===== config.mk =====
export PLATFORM = sky130hd
export DESIGN_NAME = uart_tx_ctrl
export DESIGN_NICKNAME = d
export VERILOG_FILES = /design/src/rtl/uart_tx_ctrl_pkg.sv /design/src/rtl/uart_tx_fifo.sv /design/src/rtl/uart_tx_ctrl.sv
export SDC_FILE = /design/constraint.sdc
export NUM_CORES = 1
export LEC_CHECK = 0
export ABC_CLOCK_PERIOD_IN_PS = 2900
export CORE_AREA = 2 2 83 85
export CTS_CLUSTER_DIAMETER = 50
export CTS_CLUSTER_SIZE = 28
export DETAILED_ROUTE_END_ITERATION = 16
export DIE_AREA = 0 0 85 87
export PLACE_DENSITY = 0.7
export SYNTH_ARGS = -nofsm -noshare
export SYNTH_HDL_FRONTEND = slang
export SYNTH_SLANG_ARGS = --single-unit

===== constraint.sdc =====
create_clock -name BaudOut -period 2.9 [get_ports BaudOut]
set_clock_uncertainty 0.05 [all_clocks]
set_input_delay 0.29 -clock BaudOut [delete_from_list [all_inputs] [get_ports BaudOut]]
set_output_delay 0.29 -clock BaudOut [all_outputs]
set_load 0.1 [all_outputs]

===== src/rtl/uart_tx_ctrl_pkg.sv =====
// Shared definitions for the UART transmit path.
//   - Parity-type encodings as they appear on cfg_parity_type / parity_type.
//   - Transmit FSM state encoding.
//   - Frame width, idle (all-ones) frame, and the frame builder used at LOAD.
package uart_tx_ctrl_pkg;

    localparam int                 FRAME_W    = 11;
    localparam logic [FRAME_W-1:0] IDLE_FRAME = 11'h7FF;

    localparam logic [1:0] PAR_NONE0 = 2'b00;
    localparam logic [1:0] PAR_ODD   = 2'b01;
    localparam logic [1:0] PAR_EVEN  = 2'b10;
    localparam logic [1:0] PAR_NONE1 = 2'b11;

    typedef enum logic [2:0] {
        S_IDLE  = 3'd0,
        S_LOAD  = 3'd1,
        S_START = 3'd2,
        S_WAIT  = 3'd3,
        S_GAP   = 3'd4
    } txState_t;

    // Start bit at bit 0, data LSB first, optional parity right after the
    // last data bit; everything above is left at 1 (stop bits and line idle).
    function automatic logic [FRAME_W-1:0] buildFrame(
        input logic [7:0] data,
        input logic       dataLength,
        input logic [1:0] parityType
    );
        logic [FRAME_W-1:0] frame;
        logic               par;
        frame    = IDLE_FRAME;
        frame[0] = 1'b0;
        if (dataLength) begin
            frame[8:1] = data;
            par        = ^data;
        end else begin
            frame[7:1] = data[6:0];
            par        = ^data[6:0];
        end
        if (parityType == PAR_ODD) par = ~par;
        if (parityType == PAR_ODD || parityType == PAR_EVEN) begin
            if (dataLength) frame[9] = par;
            else            frame[8] = par;
        end
        return frame;
    endfunction

endpackage


===== src/rtl/uart_tx_fifo.sv =====
// Synchronous FIFO with occupancy count.
//   clk, rst_n     : clock, asynchronous active-low reset (clears pointers)
//   push, pushData : write request; honoured when not full, or when full and
//                    a pop happens in the same cycle
//   pop, popData   : read request; popData is the current head (no bypass,
//                    so a byte written this cycle is readable next cycle)
//   full, empty    : status
//   count          : occupancy, 0..DEPTH
module uart_tx_fifo #(
    parameter int DEPTH = 4,
    parameter int WIDTH = 8
) (
    input  logic                     clk,
    input  logic                     rst_n,
    input  logic                     push,
    input  logic [WIDTH-1:0]         pushData,
    input  logic                     pop,
    output logic [WIDTH-1:0]         popData,
    output logic                     full,
    output logic                     empty,
    output logic [$clog2(DEPTH):0]   count
);

    localparam int AW = $clog2(DEPTH);

    logic [WIDTH-1:0] mem [DEPTH];
    logic [AW:0]      wrPtr, rdPtr;
    logic             doPush, doPop;

    // Pointers carry one extra wrap bit so full and empty are distinguishable.
    assign count   = wrPtr - rdPtr;
    assign empty   = (wrPtr == rdPtr);
    assign full    = (count == (AW+1)'(DEPTH));
    assign popData = mem[rdPtr[AW-1:0]];

    assign doPop  = pop & ~empty;
    assign doPush = push & (~full | doPop);

    always_ff @(posedge clk or negedge rst_n) begin
        if (!rst_n) begin
            wrPtr <= '0;
            rdPtr <= '0;
        end else begin
            if (doPush) wrPtr <= wrPtr + 1'b1;
            if (doPop)  rdPtr <= rdPtr + 1'b1;
        end
    end

    always_ff @(posedge clk) begin
        if (doPush) mem[wrPtr[AW-1:0]] <= pushData;
    end

endmodule


===== src/rtl/uart_tx_ctrl.sv =====
// UART transmit controller driving the PISO frame register.
//   BaudOut, rst          : baud clock, asynchronous active-low reset
//   req_valid/req_ready   : two byte requesters, round-robin arbitrated
//   req_data0/req_data1   : requester bytes
//   cfg_*                 : live line configuration, sampled once per frame
//   send, FrameOut        : PISO start strobe and 11-bit frame
//   stop_bits/data_length/parity_type : configuration held for the PISO
//   tx_active, tx_done    : PISO status
//   busy, fifo_count      : activity and queue occupancy
//   tx_err                : one-cycle pulse when the PISO never starts
module uart_tx_ctrl
    import uart_tx_ctrl_pkg::*;
#(
    parameter int DEPTH   = 4,
    parameter int TIMEOUT = 16
) (
    input  logic                   BaudOut,
    input  logic                   rst,
    input  logic [1:0]             req_valid,
    input  logic [7:0]             req_data0,
    input  logic [7:0]             req_data1,
    output logic [1:0]             req_ready,
    input  logic                   cfg_stop_bits,
    input  logic                   cfg_data_length,
    input  logic [1:0]             cfg_parity_type,
    output logic                   send,
    output logic [FRAME_W-1:0]     FrameOut,
    output logic                   stop_bits,
    output logic                   data_length,
    output logic [1:0]             parity_type,
    input  logic                   tx_active,
    input  logic                   tx_done,
    output logic                   busy,
    output logic [$clog2(DEPTH):0] fifo_count,
    output logic                   tx_err
);

    localparam int TW = $clog2(TIMEOUT + 1);

    txState_t     state, stateNext;
    logic         rrPtr;
    logic [1:0]   grant;
    logic         fifoPush, fifoPop, fifoFull, fifoEmpty;
    logic [7:0]   pushData, headData, dataReg;
    logic [TW-1:0] toCnt;
    logic         errNext;

    // ---------------- arbiter ----------------
    always_comb begin
        grant = 2'b00;
        case (req_valid)
            2'b01:   grant = 2'b01;
            2'b10:   grant = 2'b10;
            2'b11:   grant = rrPtr ? 2'b10 : 2'b01;
            default: grant = 2'b00;
        endcase
    end

    // Pop depends only on registered state, so letting it open a slot in a
    // full FIFO the same cycle creates no combinational loop.
    assign fifoPop   = (state == S_IDLE) & ~fifoEmpty;
    assign req_ready = rst ? (grant & {2{~fifoFull | fifoPop}}) : 2'b00;
    assign fifoPush  = |req_ready;
    assign pushData  = grant[1] ? req_data1 : req_data0;

    always_ff @(posedge BaudOut or negedge rst) begin
        if (!rst)                          rrPtr <= 1'b0;
        else if (fifoPush && &req_valid)   rrPtr <= ~rrPtr;
    end

    uart_tx_fifo #(.DEPTH(DEPTH), .WIDTH(8)) uFifo (
        .clk      (BaudOut),
        .rst_n    (rst),
        .push     (fifoPush),
        .pushData (pushData),
        .pop      (fifoPop),
        .popData  (headData),
        .full     (fifoFull),
        .empty    (fifoEmpty),
        .count    (fifo_count)
    );

    // ---------------- FSM ----------------
    always_comb begin
        stateNext = state;
        errNext   = 1'b0;
        case (state)
            S_IDLE:  if (!fifoEmpty) stateNext = S_LOAD;
            S_LOAD:  stateNext = S_START;
            S_START: begin
                if (tx_active) begin
                    stateNext = S_WAIT;
                end else if (toCnt == TW'(TIMEOUT - 1)) begin
                    // TIMEOUT full cycles in START without a start: drop byte.
                    stateNext = S_GAP;
                    errNext   = 1'b1;
                end
            end
            S_WAIT:  if (tx_done) stateNext = S_GAP;
            S_GAP:   stateNext = S_IDLE;
            default: stateNext = S_IDLE;
        endcase
    end

    always_ff @(posedge BaudOut or negedge rst) begin
        if (!rst) begin
            state       <= S_IDLE;
            dataReg     <= 8'h00;
            toCnt       <= '0;
            tx_err      <= 1'b0;
            FrameOut    <= IDLE_FRAME;
            stop_bits   <= 1'b0;
            data_length <= 1'b1;
            parity_type <= PAR_NONE0;
        end else begin
            state  <= stateNext;
            tx_err <= errNext;
            if (fifoPop) dataReg <= headData;
            if (state == S_LOAD) begin
                stop_bits   <= cfg_stop_bits;
                data_length <= cfg_data_length;
                parity_type <= cfg_parity_type;
                FrameOut    <= buildFrame(dataReg, cfg_data_length, cfg_parity_type);
                toCnt       <= '0;
            end else if (state == S_START) begin
                toCnt <= toCnt + 1'b1;
            end
        end
    end

    assign send = (state == S_START);
    assign busy = (state != S_IDLE) | ~fifoEmpty;

endmodule


### Local utilization, run 1

Bar = 20 um. 8 x 9 tiles, from white (low) to dark blue (high), 0 to 100% covered.
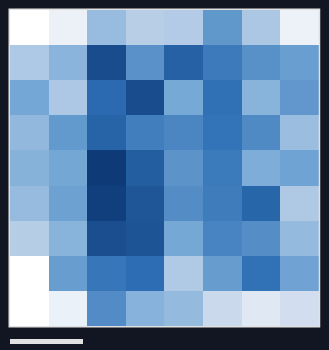
tiles over 75% full	18%
mean over tiles	53%
densest ninth of the die	middle

### I/O nets highlighted, run 1

Bar = 20 um.
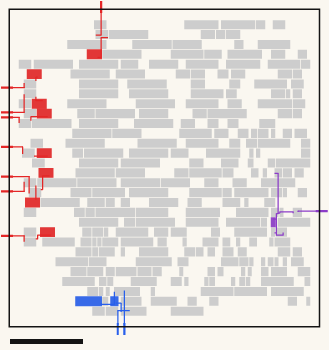
port	color	bits	direction	end cells	buffers	wire
req_data0	red	8	input	8	8	86.7 um
req_ready	blue	2	output	2	2	27.7 um
send	purple	1	output	1	1	32.5 um

### PDN straps and rails, run 1

Bar = 20 um. Pins as bars on the die edge. Tap cells in gray.
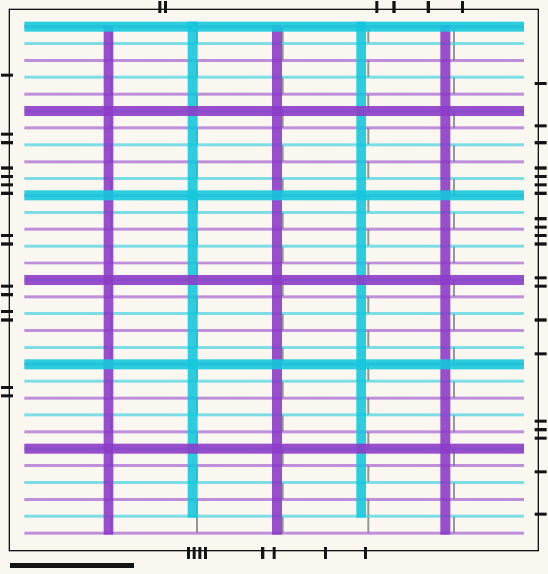
net	color
VSS	purple
VDD	cyan
tap cells	80
rows	30
met1 rails	31

### Placed standard cells, run 1

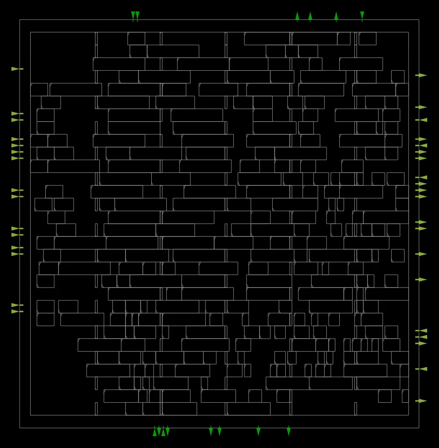
Flops: 70
fillers: 509
Seq area share: 48.2%

==> run 1: worst max path at each step <==
stage	from	to	slack [ns]	cells after the start
global placement	uFifo.wrPtr[0]$_DFFE_PN0P_	req_ready[0]	0.34	8
global route	uFifo.wrPtr[0]$_DFFE_PN0P_	req_ready[0]	0.002	8
detailed placement	uFifo.wrPtr[0]$_DFFE_PN0P_	req_ready[0]	0.30	8
finish	uFifo.wrPtr[0]$_DFFE_PN0P_	req_ready[0]	0.1	8
CTS	uFifo.wrPtr[0]$_DFFE_PN0P_	req_ready[0]	0.009	8
floorplan	uFifo.wrPtr[0]$_DFFE_PN0P_	req_ready[0]	-0.28	7
==> run 1: per-layer routing <==
| metal | up-vias | global-route usage, % | wire length [um] |
|---|---|---|---|
| li1 | 857 | - | - |
| met1 | 851 | 21.8 | 2530 |
| met2 | 48 | 23.4 | 2390 |
| met3 | 10 | 4.64 | 276 |
| met4 | 0 | 7.36 | 111 |
| met5 | - | 0 | 0 |
==> run 1: state kept, by name, indices dropped and copies added (netlist names) <==
register / cells
state: 3
uFifo.mem: 32
toCnt: 5
FrameOut: 10
uFifo.wrPtr: 3
stop_bits: 1
tx_err: 1
dataReg: 8
parity_type: 2
rrPtr: 1
data_length: 1
uFifo.rdPtr: 3
==> run 1: area by class of cell <==
class / instances / share of cell area (%)
Multi-Input combinational cell: 119 / 29.5
Clock inverter: 7 / 2.57
Timing Repair Buffer: 54 / 12.9
Tap cell: 80 / 2.51
Clock buffer: 9 / 3.10
Inverter: 13 / 1.22
Sequential cell: 70 / 48.2
==> run 1: through the flow <==
step	std cells	hold WS [ns]	setup TNS, ns
6_report	352	0.222	0
5_1_grt	352	0.240	0
4_1_cts	352	0.213	0
3_5_place_dp	334	0.0543	0
3_3_place_gp	334	0.0502	0
2_1_floorplan	209	-0.0556	-0.534
==> run 1: critical path, stage by stage, from the launching register on <==
cell and delay [ns]:
dfrtp_1 0.36, inv_2 0.07, ha_4 0.16, fa_2 0.32, xor3_4 0.34, and3_4 0.22, a21bo_4 0.24, a211oi_4 0.20
buf_12 0.21
==> run 1: logic make-up after synthesis <==
group           Yosys count  synth area share (%)
flops                    70                  61.0
simple gates             37                  6.14
mux                      36                  15.7
buf+inv                  20                  3.17
compound gates           17                  3.84
xor+xnor                 17                  5.47
fa+ha+maj                11                  4.60
other cells               1                 0.119
==> run 1: repair_timing <==
action	4_1_cts	5_1_grt
hold endpoints to repair	1	0
buffers inserted	1	0
hold buffers	1	0
resized	2	3
endpoints found under the setup margin	2	1
==> Slide: Implementation Results, run 1 <==
Physical Implementation Snapshot

Routing
  – DR iter-0 viols: 51
  – Wire per inst: 15.1 um
  – Routed vias/inst: 5.02
  – TritonRoute pass-1 iters: 4

Cells and area
  – Core Util, Final: 60.8%
  – Nets: 304
  – Commonest non-fill, non-tap cells in the layout: edfxtp_1 (32), mux2_2 (28), dfrtp_1 (27), clkdlybuf4s50_1 (24), buf_4 (24)

Place
  – DP Wirelength: 3830 um
  – Pre-CTS setup slack: 0.303 ns

Logic synthesis
  – Asr flop ratio synth: 54.3%
  – Cell taking the most area after synthesis: edfxtp_1

Setup path
  – Cells on worst reg2reg path: 7
  – Worst R2R End: uFifo.mem[1][7]$_DFFE_PP_

Timing
  – Slew Viols, Final: 0

Clocking
  – Num Clock Sinks: 70
  – CTS Buf Count: 9

Status
  – Status: complete, no violations

Die
  – Top Ports: 49
  – Row count: 30
  – Total die area: 7400 um^2

Global routing
  – Vias in the first global route: 1,759
==> run 2, diff against run 1 <==
--- a/config.mk
+++ b/config.mk
@@ -5,12 +5,14 @@
 export SDC_FILE = /design/constraint.sdc
 export NUM_CORES = 1
 export LEC_CHECK = 0
-export ABC_CLOCK_PERIOD_IN_PS = 2900
+export ABC_AREA = 0
+export ABC_CLOCK_PERIOD_IN_PS = 2800
 export CORE_AREA = 2 2 83 85
 export CTS_CLUSTER_DIAMETER = 50
 export CTS_CLUSTER_SIZE = 28
 export DETAILED_ROUTE_END_ITERATION = 16
 export DIE_AREA = 0 0 85 87
+export HOLD_SLACK_MARGIN = 0.15
 export PLACE_DENSITY = 0.7
 export SYNTH_ARGS = -nofsm -noshare
 export SYNTH_HDL_FRONTEND = slang
==> constraint.sdc (replaced) <==
create_clock -name BaudOut -period 2.8 [get_ports BaudOut]
set_clock_uncertainty 0.05 [all_clocks]
set_input_delay 0.28 -clock BaudOut [delete_from_list [all_inputs] [get_ports BaudOut]]
set_output_delay 0.28 -clock BaudOut [all_outputs]
set_load 0.1 [all_outputs]
==> Slide: Implementation Results, run 2 <==
Physical Implementation Snapshot

Status
  – Status: complete, but fails checks
  – Violated checks: negative setup slack

Cells and area
  – Commonest non-fill, non-tap cells in the layout: edfxtp_1 (32), mux2_2 (28), dfrtp_1 (27), clkdlybuf4s50_1 (24), buf_4 (24)
  – Diodes inserted: 0
  – Max reg flops: 32 (unchanged)
  – Fin area: 4010 um^2
  – Nets: 304 (unchanged)

Logic synthesis
  – Asr flop ratio synth: 54.3% (unchanged)
  – Mapped cell area: 3160 um^2
  – Synth Seq Share: 61.0%
  – Synth top area share: 30.4%
  – Yosys cell count: 209
  – Cell taking the most area after synthesis: edfxtp_1
  – Yosys chip area: 3160 um^2
  – Most numerous cell in the Yosys netlist: edfxtp_1
  – Mapped Cells: 209

Global routing
  – Global route total overflow: 0
  – First-pass GRT wire length: 8850 um
  – Vias in the first global route: 1,785 (+1.5%)

Timing
  – Final Critical Period: 2.81 ns
  – Slew Viols, Final: 0 (unchanged)
  – Fin crit share: 100%
  – Setup TNS Final: -0.0135 ns (-0.0135 ns)
  – Finish-stage setup viols: 1
  – Final Hold Fails: 0
  – RSZ-0062 raised after global routing: true
  – Final setup margin: -0.0135 ns
  – Fmax: 355 MHz

Routing
  – Wire per inst: 14.7 um (-2.6%)
  – TritonRoute pass-1 iters: 5 (+1)
  – Total vias in the final route: 1,795
  – Routed vias/inst: 5.11 (+1.9%)
  – DRC viols: 0
  – DR iter-0 viols: 62 (+22%)

Place
  – DP Wirelength: 3720 um (-2.9%)
  – Port bufs: 47

Clocking
  – Num Clock Sinks: 70 (unchanged)
  – Root Driver: clkbuf_8
  – CTS Buf Count: 9 (unchanged)

Setup path
  – Crit end category: primary output
  – Required @ worst endpoint: 2.47 ns
  – Worst EP arrival: 2.48 ns

Die
  – Total die area: 7400 um^2 (unchanged)
  – Top Ports: 49 (unchanged)

Run
  – Tool Warnings: 33
==> run 2: cell counts after synthesis <==
Identical to the previous run, type by type.
==> run 2: worst max-delay path: stages, from the launching register on <==
cell and delay, ns:
dfrtp_1 0.37, inv_2 0.08, ha_4 0.16, fa_2 0.32, xor3_4 0.34, and3_4 0.22, a21bo_4 0.24, a211oi_4 0.21
buf_12 0.21
==> run 2: area by class of cell <==
class,instances,area [um^2]
fill,496,2560
clock inverter,6,111
sequential,70,1930
multi-input combinational,119,1180
inverter,13,48.8
clock buffer,9,124
tap,80,100
timing repair buffer,54,515
==> run 2: cells by family (layout without fill, tap and decap cells) <==
logic type	count (synthesis)	after routing	synth area share, %
other	1	1	0.119
xor gates and xnor gates	17	17	5.47
adders and majority gates	11	11	4.60
DFF	70	70	61.0
and+or+nand+nor	37	37	6.14
muxes	36	36	15.7
buffers and inverters	20	82	3.17
AOI/OAI and AO/OA	17	17	3.84
==> run 2: layer usage <==
metal	vias up	part of all wire (%)	global-route usage (%)
li1	853	-	-
met2	55	46	23.1
met4	0	1.7	7.36
met1	882	47	21.3
met5	-	0	0
met3	5	5.7	5.12
==> run 2: metrics by stage <==
stage,util (%),instances,setup slack [ns],hold slack [ns]
after CTS,61.0,351,-0.0363,0.217
after floorplan,-,209,-0.309,-0.0656
after global placement,57.0,334,0.323,0.0426
after global routing,61.0,351,-0.104,0.236
final,61.0,351,-0.0135,0.230
after detailed placement,57.0,334,0.268,0.0445
==> run 2: path summary, 6_finish.rpt <==
path	cells past startpoint	slack [ns]	end	start
max	8	-0.01	req_ready[0]	uFifo.wrPtr[0]$_DFFE_PN0P_
min	2	0.23	rrPtr$_DFFE_PN0P_	rst
max reg2reg	7	0.41	uFifo.mem[2][5]$_DFFE_PP_	uFifo.wrPtr[0]$_DFFE_PN0P_
min reg2reg	2	0.44	FrameOut[8]$_DFFE_PN1P_	FrameOut[8]$_DFFE_PN1P_
max in group asynchronous	3	1.78	FrameOut[7]$_DFFE_PN1P_	rst
min in group BaudOut	2	0.44	FrameOut[8]$_DFFE_PN1P_	FrameOut[8]$_DFFE_PN1P_
==> run 2: timing repair <==
| item | CTS | global route |
|---|---|---|
| hold endpoints to repair | 27 | 0 |
| setup buffers | 1 | 0 |
| endpoints found under the setup margin | 1 | 1 |
| gates resized | 2 | 0 |
| hold buffers | 1 | 0 |
### Placed standard cells, run 2

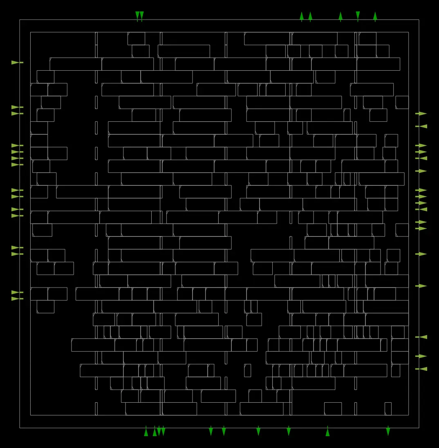
row count: 30
Layout Cells excl Fill: 351
Core Area: 6570 um^2

### Local utilization, run 2

Bar = 20 um. 8 x 9 tiles, from white (low) to dark blue (high), 0 to 100% covered.
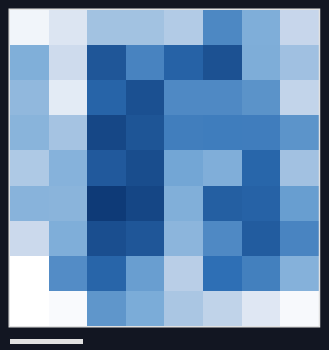
mean over tiles	53%
densest ninth of the die	middle
nearly empty tiles	2.8%
tiles over 75% full	25%
FP Util: 48.1%
Core Util, Final: 61.0%

